===== src/rtl/smart_home_pkg.sv =====
// Shared constants and types for the lighting controller fade stage.
//   NUM_LIGHTS : number of light channels (width of lightstate / pwm_out)
//   LEVEL_W    : brightness level width, levels 0..15
//   PWM_MAX    : last value of the shared PWM counter (counts 0..PWM_MAX)
//   fade_state_t : IDLE / FADE controller states
package smart_home_pkg;
    localparam int NUM_LIGHTS = 16;
    localparam int LEVEL_W    = 4;
    localparam logic [LEVEL_W-1:0] PWM_MAX = 4'd14;

    typedef enum logic {
        IDLE = 1'b0,
        FADE = 1'b1
    } fade_state_t;
endpackage


===== src/rtl/light_pwm_channel.sv =====
// One light channel: holds the current brightness level and its latched
// target, ramps one step toward the target on step, loads it directly on jump,
// and drives a registered PWM bit compared against the shared PWM counter.
//   clk, rst       : clock, async active-high reset
//   load           : latch tgt_in as the new target
//   jump           : load tgt_in straight into the level
//   step           : move level one step toward the target
//   tgt_in         : candidate target for this channel
//   pwm_cnt        : shared PWM counter, 0..PWM_MAX
//   at_target      : level equals latched target
//   tgt_match      : level already equals tgt_in
//   settles_on_step: level will equal target after the next step
//   pwm            : registered PWM drive (level > pwm_cnt)
module light_pwm_channel
    import smart_home_pkg::*;
(
    input  logic               clk,
    input  logic               rst,
    input  logic               load,
    input  logic               jump,
    input  logic               step,
    input  logic [LEVEL_W-1:0] tgt_in,
    input  logic [LEVEL_W-1:0] pwm_cnt,
    output logic               at_target,
    output logic               tgt_match,
    output logic               settles_on_step,
    output logic               pwm
);
    logic [LEVEL_W-1:0] r_level;
    logic [LEVEL_W-1:0] r_target;
    logic               r_pwm;
    logic [LEVEL_W-1:0] w_level_next;

    // Step toward the target by one, never past it; unsigned compare avoids wrap.
    always_comb begin
        w_level_next = r_level;
        if (r_level < r_target)
            w_level_next = r_level + LEVEL_W'(1);
        else if (r_level > r_target)
            w_level_next = r_level - LEVEL_W'(1);
    end

    always_ff @(posedge clk or posedge rst) begin
        if (rst) begin
            r_level  <= '0;
            r_target <= '0;
            r_pwm    <= 1'b0;
        end else begin
            r_pwm <= (r_level > pwm_cnt);
            if (load)
                r_target <= tgt_in;
            if (jump)
                r_level <= tgt_in;
            else if (step)
                r_level <= w_level_next;
        end
    end

    assign at_target       = (r_level == r_target);
    assign tgt_match       = (r_level == tgt_in);
    assign settles_on_step = (w_level_next == r_target);
    assign pwm             = r_pwm;
endmodule


===== src/rtl/light_fade_driver.sv =====
// Fade driver: accepts a lightstate vector over valid/ready, ramps each
// light's brightness one level per fade tick (or jumps straight there), and
// drives one PWM output per light from a shared 15-step counter.
//   clk, rst     : clock, async active-high reset
//   state_valid  : upstream offers a lightstate
//   state_ready  : accepting a new lightstate (registered, high in IDLE)
//   lightstate   : per-light on/off request
//   max_level    : brightness for on-lights, sampled at accept
//   fade_en      : 1 = ramp, 0 = jump, sampled at accept
//   pwm_out      : per-light PWM drive
//   busy         : high while fading
//   done         : one-cycle pulse when all lights reach their targets
//
// state | meaning
// IDLE  | waiting for a lightstate; levels stable at their targets
// FADE  | stepping levels toward targets every TICK_DIV cycles
module light_fade_driver
    import smart_home_pkg::*;
#(
    parameter int TICK_DIV = 1000
) (
    input  logic                  clk,
    input  logic                  rst,
    input  logic                  state_valid,
    output logic                  state_ready,
    input  logic [NUM_LIGHTS-1:0] lightstate,
    input  logic [LEVEL_W-1:0]    max_level,
    input  logic                  fade_en,
    output logic [NUM_LIGHTS-1:0] pwm_out,
    output logic                  busy,
    output logic                  done
);
    localparam int TICK_W = $clog2(TICK_DIV);

    fade_state_t          r_state;
    logic                 r_ready;
    logic                 r_busy;
    logic                 r_done;
    logic [TICK_W-1:0]    r_tick_cnt;
    logic [LEVEL_W-1:0]   r_pwm_cnt;

    logic                  w_accept;
    logic                  w_tick_end;
    logic                  w_step;
    logic                  w_jump;
    logic                  w_all_match;
    logic                  w_all_settle;
    logic [NUM_LIGHTS-1:0] w_at_target;
    logic [NUM_LIGHTS-1:0] w_tgt_match;
    logic [NUM_LIGHTS-1:0] w_settle;

    // r_ready is only ever high in IDLE, so it alone qualifies an accept.
    assign w_accept     = state_valid && r_ready;
    assign w_tick_end   = (r_tick_cnt == TICK_W'(TICK_DIV - 1));
    assign w_step       = (r_state == FADE) && w_tick_end;
    assign w_all_match  = &w_tgt_match;
    assign w_all_settle = &w_settle;
    assign w_jump       = w_accept && (!fade_en || w_all_match);

    genvar gi;
    generate
        for (gi = 0; gi < NUM_LIGHTS; gi++) begin : g_ch
            light_pwm_channel u_ch (
                .clk             (clk),
                .rst             (rst),
                .load            (w_accept),
                .jump            (w_jump),
                .step            (w_step),
                .tgt_in          (lightstate[gi] ? max_level : '0),
                .pwm_cnt         (r_pwm_cnt),
                .at_target       (w_at_target[gi]),
                .tgt_match       (w_tgt_match[gi]),
                .settles_on_step (w_settle[gi]),
                .pwm             (pwm_out[gi])
            );
        end
    endgenerate

    always_ff @(posedge clk or posedge rst) begin
        if (rst)
            r_pwm_cnt <= '0;
        else if (r_pwm_cnt == PWM_MAX)
            r_pwm_cnt <= '0;
        else
            r_pwm_cnt <= r_pwm_cnt + LEVEL_W'(1);
    end

    always_ff @(posedge clk or posedge rst) begin
        if (rst) begin
            r_state    <= IDLE;
            r_ready    <= 1'b0;
            r_busy     <= 1'b0;
            r_done     <= 1'b0;
            r_tick_cnt <= '0;
        end else begin
            r_done <= 1'b0;
            case (r_state)
                IDLE: begin
                    r_ready <= 1'b1;
                    if (w_accept) begin
                        r_tick_cnt <= '0;
                        if (w_jump) begin
                            r_done <= 1'b1;
                        end else begin
                            r_state <= FADE;
                            r_ready <= 1'b0;
                            r_busy  <= 1'b1;
                        end
                    end
                end
                FADE: begin
                    if (w_tick_end) begin
                        r_tick_cnt <= '0;
                        // Leave on the same edge as the final step.
                        if (w_all_settle) begin
                            r_state <= IDLE;
                            r_ready <= 1'b1;
                            r_busy  <= 1'b0;
                            r_done  <= 1'b1;
                        end
                    end else begin
                        r_tick_cnt <= r_tick_cnt + TICK_W'(1);
                    end
                end
                default: begin
                    r_state <= IDLE;
                    r_ready <= 1'b0;
                    r_busy  <= 1'b0;
                end
            endcase
        end
    end

    assign state_ready = r_ready;
    assign busy        = r_busy;
    assign done        = r_done;

    // at_target is kept for observability; settle detection uses the post-step view.
    logic w_unused;
    assign w_unused = &w_at_target;
endmodule


===== config.mk =====
export PLATFORM = sky130hd
export DESIGN_NAME = light_fade_driver
export DESIGN_NICKNAME = d
export VERILOG_FILES = /design/src/rtl/smart_home_pkg.sv /design/src/rtl/light_pwm_channel.sv /design/src/rtl/light_fade_driver.sv
export SDC_FILE = /design/constraint.sdc
export NUM_CORES = 1
export LEC_CHECK = 0
export CAP_MARGIN = 20
export CORE_UTILIZATION = 50
export DETAILED_ROUTE_END_ITERATION = 7
export PLACE_DENSITY = 0.69
export SYNTH_ARGS = -nofsm -noshare
export SYNTH_HDL_FRONTEND = slang
export SYNTH_HIERARCHICAL = 1
export SYNTH_SLANG_ARGS = --single-unit

===== constraint.sdc =====
create_clock -name clk -period 4.6 [get_ports clk]
set_input_delay 0.69 -clock clk [delete_from_list [all_inputs] [get_ports clk]]
set_output_delay 0.69 -clock clk [all_outputs]
set_load 0.05 [all_outputs]

==> run_1/logic_types.png <==
Scale bar: 50 um.
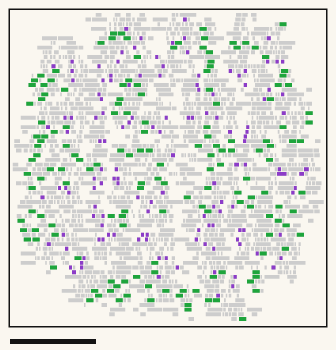
Green stands for adder and majority cells, cells 161, most used ha_1, where widely spread. Purple stands for AND and OR gates, cells 136, most used and2_1, where widely spread.
Top cell excl fill/tap: inv_1
logic share of the area: 0.638
non-filler cells, final: 2346

==> run_1/detail.png <==
Scale bar: 5 um. Window x 82 to 102, y 119 to 139 um. Cells in grey, sequential cells in the stronger grey; small squares are vias.
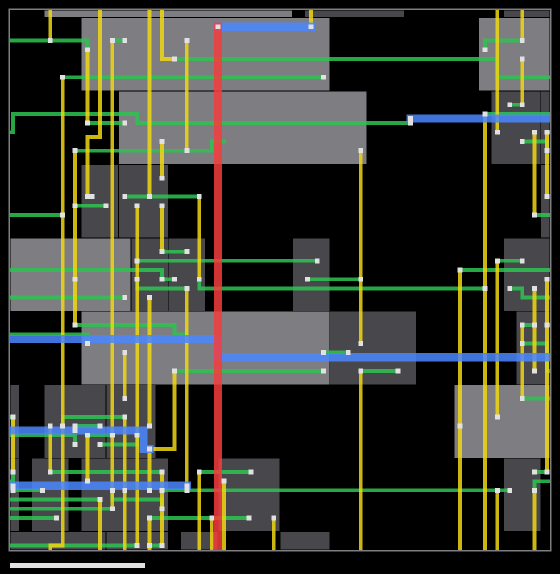
Green stands for metal 1. Yellow stands for metal 2. Red stands for metal 4. Blue stands for metal 3.
Sequential cells in the window: 3. Netlist names of flops here include g_ch.u_ch/r_level (2), g_ch.u_ch/r_target (1). 18 logic cells have their middle in the window.

==> impl_metrics.ini, run 1 <==
; physical design summary
[min_path]
hp-start = r_tick_cnt[5]$_DFFE_PP0N_
hold_class = reg -> reg

[synth]
syn_avg_cell_area_sq_um = 8.92
yosys_area_sq_um = 16500
syn_area_sq_um = 16500
synth.most_common_cell = inv_1
ys_seq_share = 0.246
synth_cell_type_count = 56
synthArstFlopShare = 1.00
top_area_frac = 0.246
yosysWarnings = 6
synth-edff-count = 0
ys_seq_elements = 162

[setup_path]
cp_max_fo = 31
arrival_ps = 4270
cp.required_ps = 4920
worstSetupEndpointType = flip-flop

[final_timing]
setup_viol = 0
finalMaxSlewViolations = 0
slew-limit-headroom = 0.509
finalHoldViolCount = 0

[drt]
drtPass1Iterations = 6
antenna_left = 0
totalWireLength_um = 44200
vias_per_cell = 6.22

[grt]
use_met2 = 0.441
grt.busiest_layer = met2
antenna_found_initial = 0
met3_usage = 0.0420

[flow_run]
maxCapViolCount = 0

[floorplan]
die_area_sq_um = 33700
pin_count = 43
core_area_sq_um = 32500
fp-utilization = 0.507
rows = 66
die.size.y_um = 184

[run_status]
status = finished clean

[finish]
area_growth_pct = 9.59
drive_above_1_share = 0.112

[clock_network]
h-tree-depth = 4

[pwr]
max-vdd-ir-drop_mv = 0.356
power.leakage_nw = 7.69
==> run_1/flops_by_reg.png <==
Scale bar: 50 um. Other sequential cells in the stronger grey, the rest of the logic in the fainter grey.
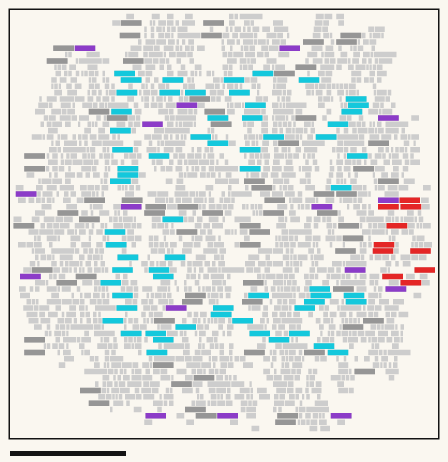
Red stands for r_tick_cnt, flops 10, where east. Cyan stands for g_ch.u_ch/r_level, flops 64. Purple stands for g_ch.u_ch/pwm, flops 16, where widely spread.
Another 72 sequential cells are not coloured.
FF/Latch Area: 4050 sq um
Final Core Density: 0.556

==> run 1: worst max-delay path, stage by stage <==
cell and delay (ps):
clkdlybuf4s50_1 460, buf_4 270, and2_1 240, xor2_1 80, nor4_1 480, nand4_1 330
o41ai_1 630, and2_4 530, buf_12 230, inv_1 90, nand4_1 110, nand3_1 90
==> run 1: where the power goes <==
| part | switching [W] | internal, W | leakage, nW |
|---|---|---|---|
| clock network | 0.000607 | 0.000892 | 0.284 |
| registers | 0.000768 | 0.00184 | 2.07 |
| logic | 0.00407 | 0.00317 | 5.34 |
==> run 1: registers in the layout (all words and copies together) (netlist names) <==
register and count:
done 1, g_ch.u_ch/pwm 16, r_pwm_cnt 4, r_tick_cnt 10, state_ready 1, busy 1
g_ch.u_ch/r_level 64, r_state 1, g_ch.u_ch/r_target 64
==> run 1: metal layers <==
metal	wire length, um	up-vias
met3	2510	79
met2	20800	469
met1	19900	7042
li1	-	7011
met4	1030	0
met5	0	-
==> run 1: how the worst max path moves through the flow <==
stage,start,to,slack [ps]
after floorplan,r_tick_cnt[0]$_DFFE_PP0N_,g_ch[0].u_ch/r_level[2]$_DFFE_PP0P_,1030
after global placement,max_level[1],g_ch[6].u_ch/r_level[3]$_DFFE_PP0P_,350
after detailed placement,max_level[1],g_ch[11].u_ch/r_level[3]$_DFFE_PP0P_,290
after CTS,max_level[1],g_ch[6].u_ch/r_level[2]$_DFFE_PP0P_,710
after global routing,max_level[1],g_ch[13].u_ch/r_level[3]$_DFFE_PP0P_,500
final,max_level[1],g_ch[12].u_ch/r_level[3]$_DFFE_PP0P_,650
==> run 1: placed cells by master, fill, tap and decap left out, types with 17 or more instances in the layout <==
master             n
a211o_1           32
a211oi_1          32
a21o_1            18
a21oi_1           99
and2_1            64
and3_1            51
clkbuf_16         17
clkdlybuf4s50_1   42
dfrtp_1          162
ha_1             161
inv_1            180
mux2_2            17
nand2_1          144
nand2b_1          49
nand3_1           39
nand4_1           90
nor2_1            18
nor4_1            17
nor4_2            32
o2111ai_1         32
o21a_1            17
o21ai_0          134
o31ai_2           17
xnor2_1           97
xor2_1            64
==> run 1: cell families after synthesis <==
family | after synthesis | synth area share
mux | 20 | 0.0134
buf+inv | 235 | 0.0553
flops | 162 | 0.246
fa+ha+maj | 161 | 0.122
xor+xnor | 161 | 0.0854
simple gates | 576 | 0.214
compound gates | 536 | 0.265
==> run 1: per-stage QoR <==
step / total power (W) / cell area (sq um) / instances / hold slack (ps) / worst slack (ps)
after global routing: 0.0122 / 18100 / 2345 / 517 / 497
after floorplan: 0.00828 / 16500 / 1851 / 457 / 1030
after detailed placement: 0.00975 / 17500 / 2314 / 473 / 290
after CTS: 0.0113 / 18100 / 2345 / 483 / 706
after global placement: 0.00960 / 17500 / 2314 / 474 / 350
final: 0.0113 / 18100 / 2346 / 482 / 649
==> run 1: area by class of cell <==
type	instances	share of cell area
flip-flops and latches	162	0.224
repair buffers	59	0.0324
clock inverters	9	0.00719
clock buffers	22	0.0262
well taps	442	0.0306
diodes	1	0.000138
multi-input cells	1454	0.638
inverters	197	0.0409
--- run 2 (diff from run 1) ---
- CORE_ASPECT_RATIO: default -> 0.8
==> run_2/flops_by_reg.png <==
Scale bar: 50 um. Other sequential cells in the stronger grey, the rest of the logic in the fainter grey.
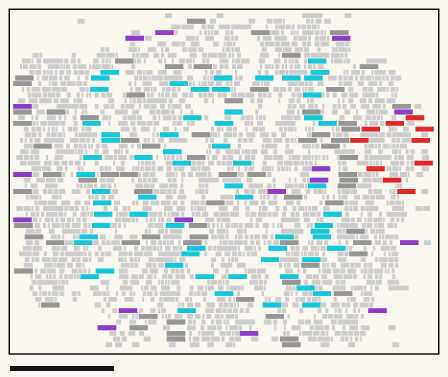
Red stands for r_tick_cnt, flops 10. Cyan stands for g_ch.u_ch/r_level, flops 64. Purple stands for g_ch.u_ch/pwm, flops 16, where widely spread.
Another 72 sequential cells are not coloured.
Final Core Density: 0.557
sequential power: 0.00261 W

==> run 2 against run 1 <==
Net effect: via count increased by 1.1%; count of clock-buffer cells in the layout decreased by 2; flip-flop count unchanged; first-iteration DRC count up 26%; cell count fell by 0.77%; area after synthesis stayed put; critical endpoint is now g_ch[4].u_ch/r_level[2]$_DFFE_PP0P_; largest cell class unchanged.
==> impl_metrics.ini, run 2 <==
; physical design summary
[synth]
netlist_instances = 1851
syn_avg_cell_area_sq_um = 8.92
synth_cell_type_count = 56
yosys.area.top_type = dfrtp_1
syn_area_sq_um = 16500
synthArstFlopShare = 1.00
ys_seq_share = 0.246
yosysWarnings = 6
top_area_frac = 0.246
synth-edff-count = 0
synth.most_common_cell = inv_1
yosys_area_sq_um = 16500
ys_cells = 1851
synthTopCellsByArea = dfrtp_1 (25%), ha_1 (12%), xnor2_1 (5.1%)
ys_seq_elements = 162

[drt]
drt_drc_violations_left = 0
drtPass1Iterations = 6
antenna_left = 0
totalWireLength_um = 45100
dr.first_iter.drc_count = 1219
vias_per_cell = 6.34

[pwr]
p_clk_frac = 0.139
p_comb_frac = 0.635
seq_power_share = 0.227
power.net_switching_w = 0.00557
power.leakage_nw = 7.70
max-vdd-ir-drop_mv = 0.420
netSwitchingFraction = 0.484
intPower_w = 0.00594

[setup_path]
slowest_delay_ps = 580
rrSetupSlack_ps = 880
cp.required_ps = 4920
crit_path_top_delay_cell = o41ai_1
cp_max_fo = 48
worstSetupEndpointType = flip-flop
arrival_ps = 4240
setup.worst_path.start = max_level[1]
regToRegStartpoint = g_ch[7].u_ch/r_level[0]$_DFFE_PP0P_
crit_type = in -> reg
crit_chain = clkdlybuf4s50_1 -> buf_4 -> and2_1 -> xor2_1 -> nor4_1 -> nand4_1 -> o41ai_1 -> and2_4 -> buf_4 -> inv_1 -> nand4_1 -> nand3_1
rr_worst_depth = 11
endpoint = g_ch[4].u_ch/r_level[2]$_DFFE_PP0P_

[final_timing]
setup_tns_ps = 0
rsz0062_at_grt = false
period_used_share = 0.853
tightest_slew_ps = 1190
finalMaxSlewViolations = 0
setup_viol = 0
finalHoldViolCount = 0
hold_ws_ps = 513
slew-limit-headroom = 0.208

[grt]
antenna_found_initial = 1
grt_pass1_vias = 13906
grt_max_degree = 81
track_usage = 0.273

[min_path]
hold_class = reg -> reg

[clock_network]
cts_root_buffer = clkbuf_16
h-tree-depth = 4
insertion_delay_ps = 460
postCtsSetupRepairBufs = 0
cts_buffer_depth = 2
path_clk_slew_ps = 70

[finish]
register_area_sq_um = 4050
lay_top_cells = inv_1 (180), dfrtp_1 (162), ha_1 (161)
layout_top_cell = inv_1
drive_above_1_share = 0.112
antennaDiodeCount = 0
area_growth_pct = 9.56
layout.area.comb_sq_um = 11500

[placed_design]
dp_hpwl_um = 32900
routabilityCongestion = 0.948

[floorplan]
die_area_sq_um = 33700
die_w_um = 205
core_area_sq_um = 32500
rows = 59
die.size.y_um = 165
pin_count = 43
fp-utilization = 0.508

[flow_run]
maxCapViolCount = 0

[run_status]
status = finished clean
run 2: cell counts after synthesis:
Identical to the previous run, type by type.
run 2: power groups by stage:
| stage | Clock [W] | Sequential (W) | Combinational, W |
|---|---|---|---|
| after floorplan | 0 | 0.00256 | 0.00572 |
| after global placement | 0 | 0.00261 | 0.00702 |
| after detailed placement | 0 | 0.00262 | 0.00719 |
| after CTS | 0.00162 | 0.00259 | 0.00723 |
| after global routing | 0.00169 | 0.00268 | 0.00797 |
| final | 0.00159 | 0.00261 | 0.00731 |
run 2: per-layer routing:
| metal | track usage | part of all wire | wire length (um) |
|---|---|---|---|
| met1 | 0.395 | 0.47 | 21100 |
| met3 | 0.0412 | 0.070 | 3150 |
| met2 | 0.414 | 0.44 | 20000 |
| met4 | 0.0875 | 0.021 | 927 |
| met5 | 0 | 0 | 0 |
run 2: worst max-delay path: cells and delay by family:
kind / cells / cell delay (ps)
buf+inv: 4 / 1320
xor+xnor: 1 / 90
simple gates: 6 / 1530
compound gates: 1 / 580
run 2: kinds of logic (layout without fill, tap and decap cells):
group / after synthesis / in the layout / share of synthesized area
buffers and inverters: 235 / 285 / 0.0553
adder cells (fa/ha/maj): 161 / 161 / 0.122
multiplexers: 20 / 20 / 0.0134
XOR/XNOR: 161 / 161 / 0.0854
AND/OR/NAND/NOR: 576 / 576 / 0.214
flip-flops: 162 / 162 / 0.246
AND-OR/OR-AND: 536 / 536 / 0.265
run 2: layout make-up:
class	instances	area share
Sequential cell	162	0.224
Clock buffer	20	0.0253
Timing Repair Buffer	56	0.0315
Multi-Input combinational cell	1454	0.639
Tap cell	427	0.0295
Clock inverter	12	0.00989
Inverter	197	0.0410
run 2: how the worst min path moves through the flow:
stage / slack, ps / startpoint / cells after the start / to
3_3_place_gp: 500 / r_tick_cnt[5]$_DFFE_PP0N_ / 1 / r_tick_cnt[5]$_DFFE_PP0N_
5_1_grt: 540 / r_tick_cnt[5]$_DFFE_PP0N_ / 1 / r_tick_cnt[5]$_DFFE_PP0N_
4_1_cts: 520 / r_tick_cnt[5]$_DFFE_PP0N_ / 1 / r_tick_cnt[5]$_DFFE_PP0N_
2_1_floorplan: 460 / r_tick_cnt[5]$_DFFE_PP0N_ / 1 / r_tick_cnt[5]$_DFFE_PP0N_
6_report: 510 / r_tick_cnt[5]$_DFFE_PP0N_ / 1 / r_tick_cnt[5]$_DFFE_PP0N_
3_5_place_dp: 500 / r_tick_cnt[5]$_DFFE_PP0N_ / 1 / r_tick_cnt[5]$_DFFE_PP0N_
run 2: stage by stage:
stage          std cells  cell area [sq um]  power [W]  worst slack [ps]
4_1_cts             2327              18100     0.0114               761
3_5_place_dp        2295              17400    0.00981               314
6_report            2328              18100     0.0115               678
3_3_place_gp        2295              17400    0.00963               422
2_1_floorplan       1851              16500    0.00828              1030
5_1_grt             2328              18100     0.0123               562
--- run 3 (diff from run 2) ---
- CORE_MARGIN: default -> 2
==> run_3/congestion.png <==
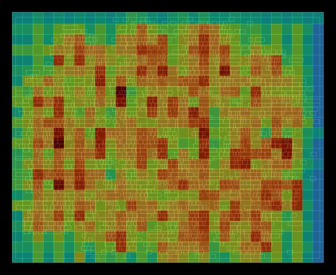
M3 GR Usage: 0.0479
GRT met1 Usage: 0.386

==> run 3 against run 2 <==
Net effect: sequential power is essentially flat; cell count barely moved; routed wire length down 1.3%; die size increased by 2.2%; count of clock-buffer cells in the layout stayed put; clock skew is 0.94 ps lower; flip-flop count is the same; area after synthesis stayed put; first-iteration DRC count down 7.8%; non-clock buffer count rose by 1; fmax fell by 3.6%; utilization is essentially flat; largest cell class unchanged.
==> impl_metrics.ini, run 3 <==
; physical design summary
[synth]
synthArstFlopShare = 1.00
top_area_frac = 0.246
ys_sh_simple = 0.214
synth-edff-count = 0
compound_area_frac = 0.265
yosys_area_sq_um = 16500
synthTopCellsByArea = dfrtp_1 (25%), ha_1 (12%), xnor2_1 (5.1%)
ys_seq_share = 0.246
netlist_instances = 1851
syn_area_sq_um = 16500
ys_sh_xor = 0.0854
ys_seq_elements = 162
logic_family = AND-OR/OR-AND gates
yosysWarnings = 6
syn_avg_cell_area_sq_um = 8.92
ys_cells = 1851
ys_sh_mux = 0.0134

[floorplan]
rows = 59
die.size.y_um = 167
pin_count = 43
die_area_sq_um = 34500
die_w_um = 207
fp-utilization = 0.508

[final_timing]
slew-limit-headroom = 0.209
finalMaxSlewViolations = 0
setup_viol = 0
setup_tns_ps = 0
finalHoldViolCount = 0
rsz0062_at_grt = false
period_used_share = 0.884

[setup_path]
arrival_ps = 4400
cp_max_fo = 45
regToRegStartpoint = g_ch[6].u_ch/r_level[0]$_DFFE_PP0P_
setup.worst_path.start = max_level[1]

[finish]
lay_top_cells = inv_1 (180), dfrtp_1 (162), ha_1 (161)
area_growth_pct = 9.47
layout_top_cell = inv_1
fin_cells = 2329
antennaDiodeCount = 0

[grt]
grt_max_degree = 61
grt_pass1_vias = 14095
track_usage = 0.261

[min_path]
hold_class = reg -> reg
hp-start = r_tick_cnt[5]$_DFFE_PP0N_

[drt]
vias_per_cell = 6.29
drtPass1Iterations = 5
antenna_left = 0
drt_drc_violations_left = 0
totalWireLength_um = 44500

[clock_network]
h-tree-depth = 4
path_clk_slew_ps = 70
postCtsSetupRepairBufs = 0
insertion_delay_ps = 450
cts_buffer_depth = 2
cts_root_buffer = clkbuf_16

[placed_design]
routabilityCongestion = 0.890
dp_hpwl_um = 33000
dp_cells = 2296

[run_status]
status = finished clean

[pwr]
max-vdd-ir-drop_mv = 0.344
run 3: cell counts after synthesis:
No cell type changed its count.
run 3: worst paths after layout:
check / endpoint / slack [ps] / cells past startpoint
max in group asynchronous: r_tick_cnt[1]$_DFFE_PP0N_ / 3230 / 3
min: r_tick_cnt[5]$_DFFE_PP0N_ / 510 / 1
min in group asynchronous: g_ch[5].u_ch/r_level[1]$_DFFE_PP0P_ / 790 / 3
max reg2reg: busy$_DFFE_PP0P_ / 1020 / 11
max: g_ch[2].u_ch/r_level[2]$_DFFE_PP0P_ / 530 / 12
min reg2reg: r_tick_cnt[5]$_DFFE_PP0N_ / 510 / 1
run 3: metal layers:
layer,GRT usage,vias up,share of wire
met5,0,-,0
met4,0.0593,0,0.014
met3,0.0479,54,0.069
met2,0.394,519,0.43
met1,0.386,7074,0.48
li1,-,6999,-
run 3: layout make-up:
class                           count  area, sq um
Fill cell                        2874        14400
Multi-Input combinational cell   1454        11500
Sequential cell                   162         4050
Inverter                          197          741
Timing Repair Buffer               57          578
Tap cell                          427          534
Clock buffer                       20          467
Clock inverter                     12          146
run 3: stage by stage:
stage | setup slack (ps) | utilization | instance area [sq um] | hold WS, ps | power (W)
finish | 533 | 0.556 | 18100 | 514 | 0.0114
global route | 396 | 0.556 | 18100 | 532 | 0.0123
CTS | 694 | 0.555 | 18000 | 514 | 0.0114
detailed placement | 222 | 0.537 | 17400 | 499 | 0.00980
global placement | 285 | 0.537 | 17400 | 500 | 0.00964
floorplan | 1030 | - | 16500 | 457 | 0.00828
run 3: cell families after synthesis:
family                     Yosys count
buffers and inverters              235
and+or+nand+nor                    576
adders and majority gates          161
muxes                               20
AOI/OAI and AO/OA                  536
DFF                                162
xor gates and xnor gates           161
run 3: worst max-delay path: stages:
cell             delay [ps]
clkdlybuf4s50_1         630
buf_4                   230
and2_1                  220
xor2_1                   90
nor4_1                  500
nand4_1                 190
o41ai_1                 810
and2_4                  450
buf_12                  250
inv_1                   110
nand4_1                 110
nand3_1                  90
run 3: where the power goes:
group,internal (W),switching [W]
sequential,0.00184,0.000781
combinational,0.00317,0.00415
clock,0.000855,0.000650
No activity file was given, so power comes from the tool's default toggle rates.
